## config.mk

```make
export PLATFORM = sky130hd
export DESIGN_NAME = ecm_result_framer_flat
export DESIGN_NICKNAME = d
export VERILOG_FILES = /design/src/rtl/ecm_pkg.sv /design/src/rtl/ecm_result_framer_if.sv /design/src/rtl/uart_byte_sender.sv /design/src/rtl/ecm_result_framer.sv /design/src/flat_wrapper.sv
export SDC_FILE = /design/constraint.sdc
export NUM_CORES = 1
export LEC_CHECK = 0
export CORE_MARGIN = 2
export CORE_UTILIZATION = 55
export CTS_CLUSTER_DIAMETER = 120
export DETAILED_ROUTE_END_ITERATION = 8
export PLACE_DENSITY = 0.95
export SETUP_SLACK_MARGIN = 0.3
export SYNTH_ARGS = -nofsm -noshare
export SYNTH_HDL_FRONTEND = slang
export SYNTH_HIERARCHICAL = 1
export SYNTH_SLANG_ARGS = --single-unit
```

## constraint.sdc

```tcl
create_clock -name clock -period 6.8 [get_ports clock]
set_clock_uncertainty 0.15 [all_clocks]
set_input_delay 1.36 -clock clock [delete_from_list [all_inputs] [get_ports clock]]
set_output_delay 1.36 -clock clock [all_outputs]
set_load 0.01 [all_outputs]
```

## src/rtl/ecm_pkg.sv

```systemverilog
// Shared types and sizing helpers for the ECM result framer.
package ecm_pkg;

  typedef enum logic [1:0] {
    ST_IDLE      = 2'd0,
    ST_SEND      = 2'd1,
    ST_WAIT_ACK  = 2'd2,
    ST_WAIT_DONE = 2'd3
  } frame_state_e;

  localparam logic [7:0] SYNC0_DEFAULT = 8'h55;
  localparam logic [7:0] SYNC1_DEFAULT = 8'hAA;

  // Bytes on the wire: two sync, two length, payload, optional checksum.
  function automatic int frame_total(input int num_width, input int num_cnt, input int chk_en);
    return 4 + (num_cnt * num_width) / 8 + chk_en;
  endfunction

  // Width able to hold every value 0..count, so count itself never wraps.
  function automatic int index_width(input int count);
    return (count < 2) ? 1 : $clog2(count + 1);
  endfunction

endpackage

```

## src/rtl/ecm_result_framer_if.sv

```systemverilog
// Bundle between the ECM core / UARTtx and the result framer.
interface ecm_result_framer_if
  import ecm_pkg::*;
#(
  parameter int NUM_WIDTH = 256,
  parameter int NUM_CNT   = 2
) ();

  logic                           capture;
  logic [NUM_CNT*NUM_WIDTH-1:0]   num_in;
  logic                           busy;
  logic [7:0]                     tx_data;
  logic                           tx_send;
  logic                           tx_idle;
  logic                           frame_done;
  logic                           overrun;
  frame_state_e                   state;

  // UART handshake: tx_send is a one-cycle strobe issued only while tx_idle=1;
  // the byte counts as accepted once tx_idle falls and as finished once it rises
  // again. tx_data is held from the strobe until the next strobe.
  modport master (
    input  capture, num_in, tx_idle,
    output busy, tx_data, tx_send, frame_done, overrun, state
  );

  modport slave (
    output capture, num_in, tx_idle,
    input  busy, tx_data, tx_send, frame_done, overrun, state
  );

endinterface

```

## src/rtl/uart_byte_sender.sv

```systemverilog
// Per-byte send/idle handshake with UARTtx, plus frame busy/done flags.
module uart_byte_sender
  import ecm_pkg::*;
(
  input  logic         clock,
  input  logic         reset,
  input  logic         start,
  input  logic         last,
  input  logic [7:0]   byte_in,
  input  logic         tx_idle,
  output logic [7:0]   tx_data,
  output logic         tx_send,
  output logic         busy,
  output logic         done,
  output logic         advance,
  output frame_state_e state
);

  // Current byte finished and another follows; the framer bumps its index here.
  assign advance = (state == ST_WAIT_DONE) && tx_idle && !done && !last;

  always_ff @(posedge clock or negedge reset) begin
    if (!reset) begin
      state   <= ST_IDLE;
      tx_data <= 8'h00;
      tx_send <= 1'b0;
      busy    <= 1'b0;
      done    <= 1'b0;
    end else begin
      tx_send <= 1'b0;
      done    <= 1'b0;
      case (state)
        ST_IDLE: begin
          if (start) begin
            busy  <= 1'b1;
            state <= ST_SEND;
          end
        end
        ST_SEND: begin
          if (tx_idle) begin
            tx_data <= byte_in;
            tx_send <= 1'b1;
            state   <= ST_WAIT_ACK;
          end
        end
        ST_WAIT_ACK: begin
          if (!tx_idle) state <= ST_WAIT_DONE;
        end
        ST_WAIT_DONE: begin
          // The done pulse cycle is still spent here so a capture in it is refused.
          if (done) begin
            state <= ST_IDLE;
          end else if (tx_idle) begin
            if (last) begin
              done <= 1'b1;
              busy <= 1'b0;
            end else begin
              state <= ST_SEND;
            end
          end
        end
        default: state <= ST_IDLE;
      endcase
    end
  end

endmodule

```

## src/rtl/ecm_result_framer.sv

```systemverilog
// Snapshots NUM_CNT result words and streams them as one framed byte sequence.
module ecm_result_framer
  import ecm_pkg::*;
#(
  parameter int         NUM_WIDTH   = 256,
  parameter int         NUM_CNT     = 2,
  parameter logic [7:0] SYNC0       = SYNC0_DEFAULT,
  parameter logic [7:0] SYNC1       = SYNC1_DEFAULT,
  parameter int         CHECKSUM_EN = 1
) (
  input  logic                clock,
  input  logic                reset,
  ecm_result_framer_if.master bus
);

  localparam int TOTW  = NUM_CNT * NUM_WIDTH;
  localparam int PAY   = TOTW / 8;
  localparam int TOTAL = frame_total(NUM_WIDTH, NUM_CNT, CHECKSUM_EN);
  localparam int IDXW  = index_width(TOTAL);
  localparam int PIW   = (PAY < 2) ? 1 : $clog2(PAY);

  localparam logic [15:0]     LEN_BITS = 16'(TOTW);
  localparam logic [IDXW-1:0] IDX_PAY0 = IDXW'(4);
  localparam logic [IDXW-1:0] IDX_CHK  = IDXW'(4 + PAY);
  localparam logic [IDXW-1:0] IDX_LAST = IDXW'(TOTAL - 1);

  logic [TOTW-1:0] snapshot;
  logic [IDXW-1:0] idx;
  logic [7:0]      chk;
  logic            overrun_q;
  logic [7:0]      pay_bytes [PAY];
  logic [PIW-1:0]  pay_sel;
  logic [7:0]      cur_byte;
  logic            start;
  logic            last;
  logic            advance;
  frame_state_e    state;

  // Payload byte 0 is the most significant byte of word 0.
  for (genvar g = 0; g < PAY; g++) begin : g_pay
    assign pay_bytes[g] = snapshot[TOTW-1-8*g -: 8];
  end

  assign start = bus.capture && (state == ST_IDLE);
  assign last  = (idx == IDX_LAST);

  always_comb begin
    pay_sel = PIW'(idx - IDX_PAY0);
    if (idx == IDXW'(0))      cur_byte = SYNC0;
    else if (idx == IDXW'(1)) cur_byte = SYNC1;
    else if (idx == IDXW'(2)) cur_byte = LEN_BITS[15:8];
    else if (idx == IDXW'(3)) cur_byte = LEN_BITS[7:0];
    else if (idx < IDX_CHK)   cur_byte = pay_bytes[pay_sel];
    else                      cur_byte = chk;
  end

  always_ff @(posedge clock or negedge reset) begin
    if (!reset) begin
      snapshot  <= '0;
      idx       <= '0;
      chk       <= 8'h00;
      overrun_q <= 1'b0;
    end else begin
      if (start) begin
        snapshot  <= bus.num_in;
        idx       <= '0;
        chk       <= 8'h00;
        overrun_q <= 1'b0;
      end else if (bus.capture) begin
        overrun_q <= 1'b1;
      end
      // Sync bytes stay out of the checksum; the checksum byte is always last.
      if (advance) begin
        idx <= idx + IDXW'(1);
        if (idx >= IDXW'(2)) chk <= chk ^ cur_byte;
      end
    end
  end

  assign bus.overrun = overrun_q;
  assign bus.state   = state;

  uart_byte_sender u_sender (
    .clock   (clock),
    .reset   (reset),
    .start   (start),
    .last    (last),
    .byte_in (cur_byte),
    .tx_idle (bus.tx_idle),
    .tx_data (bus.tx_data),
    .tx_send (bus.tx_send),
    .busy    (bus.busy),
    .done    (bus.frame_done),
    .advance (advance),
    .state   (state)
  );

endmodule

```

## src/flat_wrapper.sv

```systemverilog
// flat-port wrapper written by rule: the top's interface ports become plain ports
module ecm_result_framer_flat import ecm_pkg::*;
#(
  parameter int         NUM_WIDTH   = 256,
  parameter int         NUM_CNT     = 2,
  parameter logic [7:0] SYNC0       = SYNC0_DEFAULT,
  parameter logic [7:0] SYNC1       = SYNC1_DEFAULT,
  parameter int         CHECKSUM_EN = 1
)
  (clock, reset, bus_capture, bus_num_in, bus_tx_idle, bus_busy, bus_tx_data, bus_tx_send, bus_frame_done, bus_overrun, bus_state);
  ecm_result_framer_if #(.NUM_WIDTH(NUM_WIDTH), .NUM_CNT(NUM_CNT)) bus_i ();
  input  logic clock;
  input  logic reset;
  input wire logic [$bits(bus_i.capture)-1:0] bus_capture;
  input wire logic [$bits(bus_i.num_in)-1:0] bus_num_in;
  input wire logic [$bits(bus_i.tx_idle)-1:0] bus_tx_idle;
  output wire logic [$bits(bus_i.busy)-1:0] bus_busy;
  output wire logic [$bits(bus_i.tx_data)-1:0] bus_tx_data;
  output wire logic [$bits(bus_i.tx_send)-1:0] bus_tx_send;
  output wire logic [$bits(bus_i.frame_done)-1:0] bus_frame_done;
  output wire logic [$bits(bus_i.overrun)-1:0] bus_overrun;
  output wire logic [$bits(bus_i.state)-1:0] bus_state;
  assign bus_i.capture = bus_capture;
  assign bus_i.num_in = bus_num_in;
  assign bus_i.tx_idle = bus_tx_idle;
  assign bus_busy = bus_i.busy;
  assign bus_tx_data = bus_i.tx_data;
  assign bus_tx_send = bus_i.tx_send;
  assign bus_frame_done = bus_i.frame_done;
  assign bus_overrun = bus_i.overrun;
  assign bus_state = bus_i.state;
  ecm_result_framer #(.NUM_WIDTH(NUM_WIDTH), .NUM_CNT(NUM_CNT), .SYNC0(SYNC0), .SYNC1(SYNC1), .CHECKSUM_EN(CHECKSUM_EN)) u_core (.clock(clock), .reset(reset), .bus(bus_i));
endmodule
```

Fig. 1: met2 routing
Scale bar: 50 um.
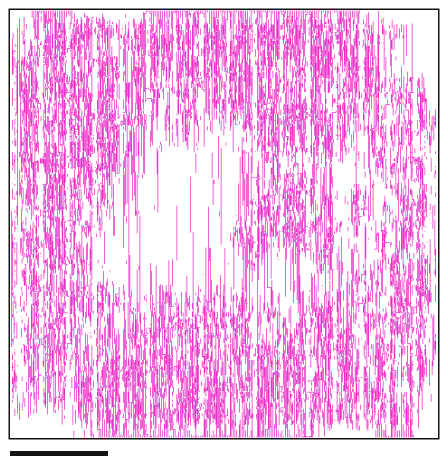
wire length on this layer	40.2 mm
share of all routed wire	48%
main direction	vertical
Detailed Route WL: 83.5 mm
GR Layer Usage met2: 0.581
Vias: 22500

Fig. 2: wiring by layer
Two of the layers only.
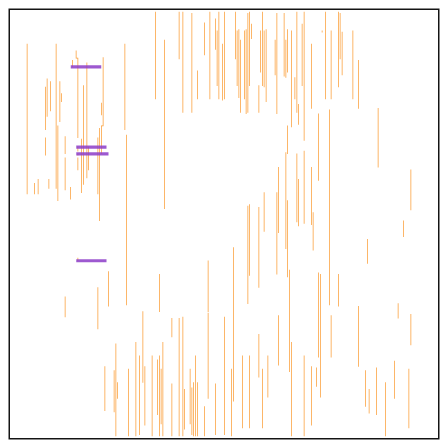
layer	color	wire length
M4	orange	4820 um
M5	purple	56.1 um
post-DR wirelength/cell: 21.9 um
GRT Total Usage: 0.355

Fig. 3: where the registers sit
Other sequential cells in the stronger gray, the rest of the logic in the fainter gray.
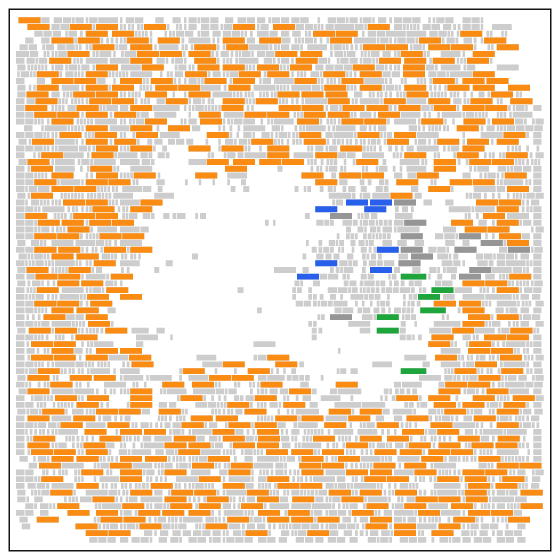
netlist name	color	flops
`u_core/pay_bytes`	orange	512
`u_core/idx`	green	7
`u_core/chk`	blue	8
not colored	14

Fig. 4: port wiring
Scale bar: 50 um.
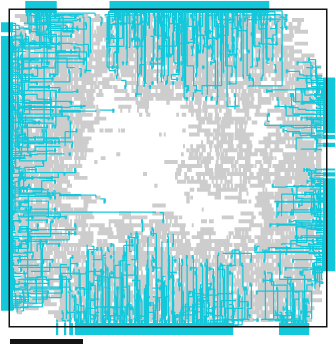
port	color	direction	end cells	buffers	wire
`bus_num_in`	cyan	input	512	512	18400 um
I/O pin count: 530
IO buf count: 529

## report_power, final
part | total (mW) | internal, mW | switching (mW) | leakage (nW)
registers | 5.81 | 4.69 | 1.12 | 6.78
logic | 6.25 | 2.67 | 3.59 | 8.19
clock network | 3.15 | 1.86 | 1.29 | 0.928
total | 15.2 | 9.21 | 5.99 | 15.9
## logic make-up after synthesis
kind of cell / count (synthesis) / share of synthesized area
multiplexers: 173 / 0.128
flip-flops: 541 / 0.539
buffers and inverters: 181 / 0.0318
adder cells (fa/ha/maj): 12 / 0.00598
AND-OR/OR-AND: 130 / 0.0353
AND/OR/NAND/NOR: 1686 / 0.258
XOR/XNOR: 5 / 0.00175
## sequential cells by signal, summed over array words and instances (netlist names)
signal	cells
u_core/pay_bytes	512
u_core/chk	8
u_core/u_sender/tx_data	8
u_core/idx	7
u_core/u_sender/state	2
u_core/bus.overrun	1
u_core/u_sender/busy	1
u_core/u_sender/done	1
u_core/u_sender/tx_send	1
## tightest hold or removal path, delay by kind of cell, from the launching register on
family           cells  cell delay, ps
DFF                  1             340
and+or+nand+nor      2             100
## cells in the mapped netlist (11+ instances only)
cell,n,area [sq um]
o221ai_1,16,140
nand2_1,1588,5960
a21oi_1,22,110
dfrtp_1,541,13500
nor2_1,27,101
a31oi_1,11,68.8
buf_1,11,41.3
nand3_1,17,85.1
ha_1,12,150
o22ai_1,21,131
mux4_2,113,2540
buf_6,12,135
mux2i_1,46,460
o21ai_0,18,90.1
nor3_1,21,105
clkbuf_1,133,499
## area by class of cell
cell class	count	area, sq um
sequential	541	13500
fill	2853	12600
multi-input combinational	2006	10800
timing repair buffer	553	5580
clock buffer	81	1650
tap	600	751
clock inverter	18	229
inverter	11	48.8
antenna	7	17.5
==> flow_summary.ini <==
; synthesis and place-and-route metrics
[run_status]
status = finished clean

[critical_path]
cp.depth = 11
end_kind = flip-flop
rrSetupSlack_ps = 2630
critPathArrivalTime_ps = 4500
max_stage_delay_ps = 720
r2r_cells = 11
crit_family = multiplexers
crit_chain = clkinv_1 > buf_4 > ha_2 > buf_4 > mux4_2 > mux4_2 > and3_1 > or4_4 > nor2_1 > o22ai_1 > mux2_2
critPathKind = flip-flop to flip-flop
cp-startpoint = u_core/idx[2]$_DFFE_PN0P_
crit_buf_inv = 3
start_kind = flip-flop
worstPathMaxFanout = 36
r2r-end = u_core/u_sender/tx_data[7]$_DFFE_PN0P_
cp-endpoint = u_core/u_sender/tx_data[7]$_DFFE_PN0P_
timing.rr.start = u_core/idx[2]$_DFFE_PN0P_
cp_slowest_cell = dfrtp_4
required_ps = 7140

[clocking]
cts_tree = built
h-tree-depth = 2
clk_latency_ps = 600
postCtsSetupBuffers = 0
clock-sinks = 541
ctsResizeCount = 0
numCtsBuffers = 55
holdBufCountCts = 0
clkSlewWorstSetupHoldPaths_ps = 60
clockBufferDepth = 3
root_buffer = clkbuf_16

[pwr]
finalPower_mw = 15.2
power_density_nw_per_um2 = 466
peakVddDrop_v = 0.000299
p_leak_nw = 15.9

[floorplan]
core_sq_um = 45200
die_area_sq_um = 47400
die_x_um = 218
initCoreUtil = 0.555
dieHeight_um = 218
num_rows = 78

[place]
place.gp.congestion = 0.898
place_area_sq_um = 30700
place_inst = 3711
place_ws_ps = 2500
dp_hpwl_mm = 56.1

[detailed_routing]
met3_length_mm = 7.08
drt-pass1-iter-count = 8
wl_met2_mm = 40.2
vias_per_cell = 5.88
routed.top_layer = met5
first_iter_violations = 2763
drt-met1-wl_mm = 31.4
drc = 0
final_antenna_net_count = 0

[cells_and_area]
final_cell_mix = nand2_1 (1587), dfrtp_1 (538), clkdlybuf4s50_1 (528), mux4_2 (113), clkbuf_16 (57)
lay_top_count = nand2_1
area_growth_pct = 29.9
instances_no_fill = 3817
finish.instance_area_sq_um = 32600
final_util = 0.722
drive_gt1_frac = 0.0788
final_nets = 3696

[timing]
setup_ws_ps = 2630
min_period_over_period = 0.613
rsz0062_at_grt = false
drv_slew = 0
hold_viol_final = 0
period_needed_ps = 4170
max_freq_ghz = 0.240
fin_tns_setup_ps = 0
finalSetupViolations = 0
worstMarginPinSlew_ps = 1280
relSlewSlack = 0.147
hold_ws_ps = 323

[synth]
synth_area_sq_um = 25100
ys_ff = 541
synth_seq_share = 0.539
avgSynthCellArea_sq_um = 9.20
ff_type = dfrtp_1
ys_warn_count = 6
synth-edff-count = 0
synthesis.nets = 3256
async_flop_share = 1.00
ys_cells = 2728
yosys_area_sq_um = 25100
ys_types = 58
syn_inst = 2728

[global_route]
met1_usage = 0.457
grt_pass1_wl_mm = 128
grt_antenna_before_repair = 11
use_met3 = 0.0609
first_global_vias = 22800
grt.busiest_layer = met2
overflow = 0
grt_max_degree = 258

[flow_run]
tool_warnings = 49
drv_cap = 0

[min_path]
worstHoldStart = u_core/pay_bytes[85]$_DFFE_PN0P_
hp-class = flip-flop to flip-flop
hold_path_end = u_core/pay_bytes[85]$_DFFE_PN0P_
holdPathStages = 2
Power and IR drop assume default switching activity.
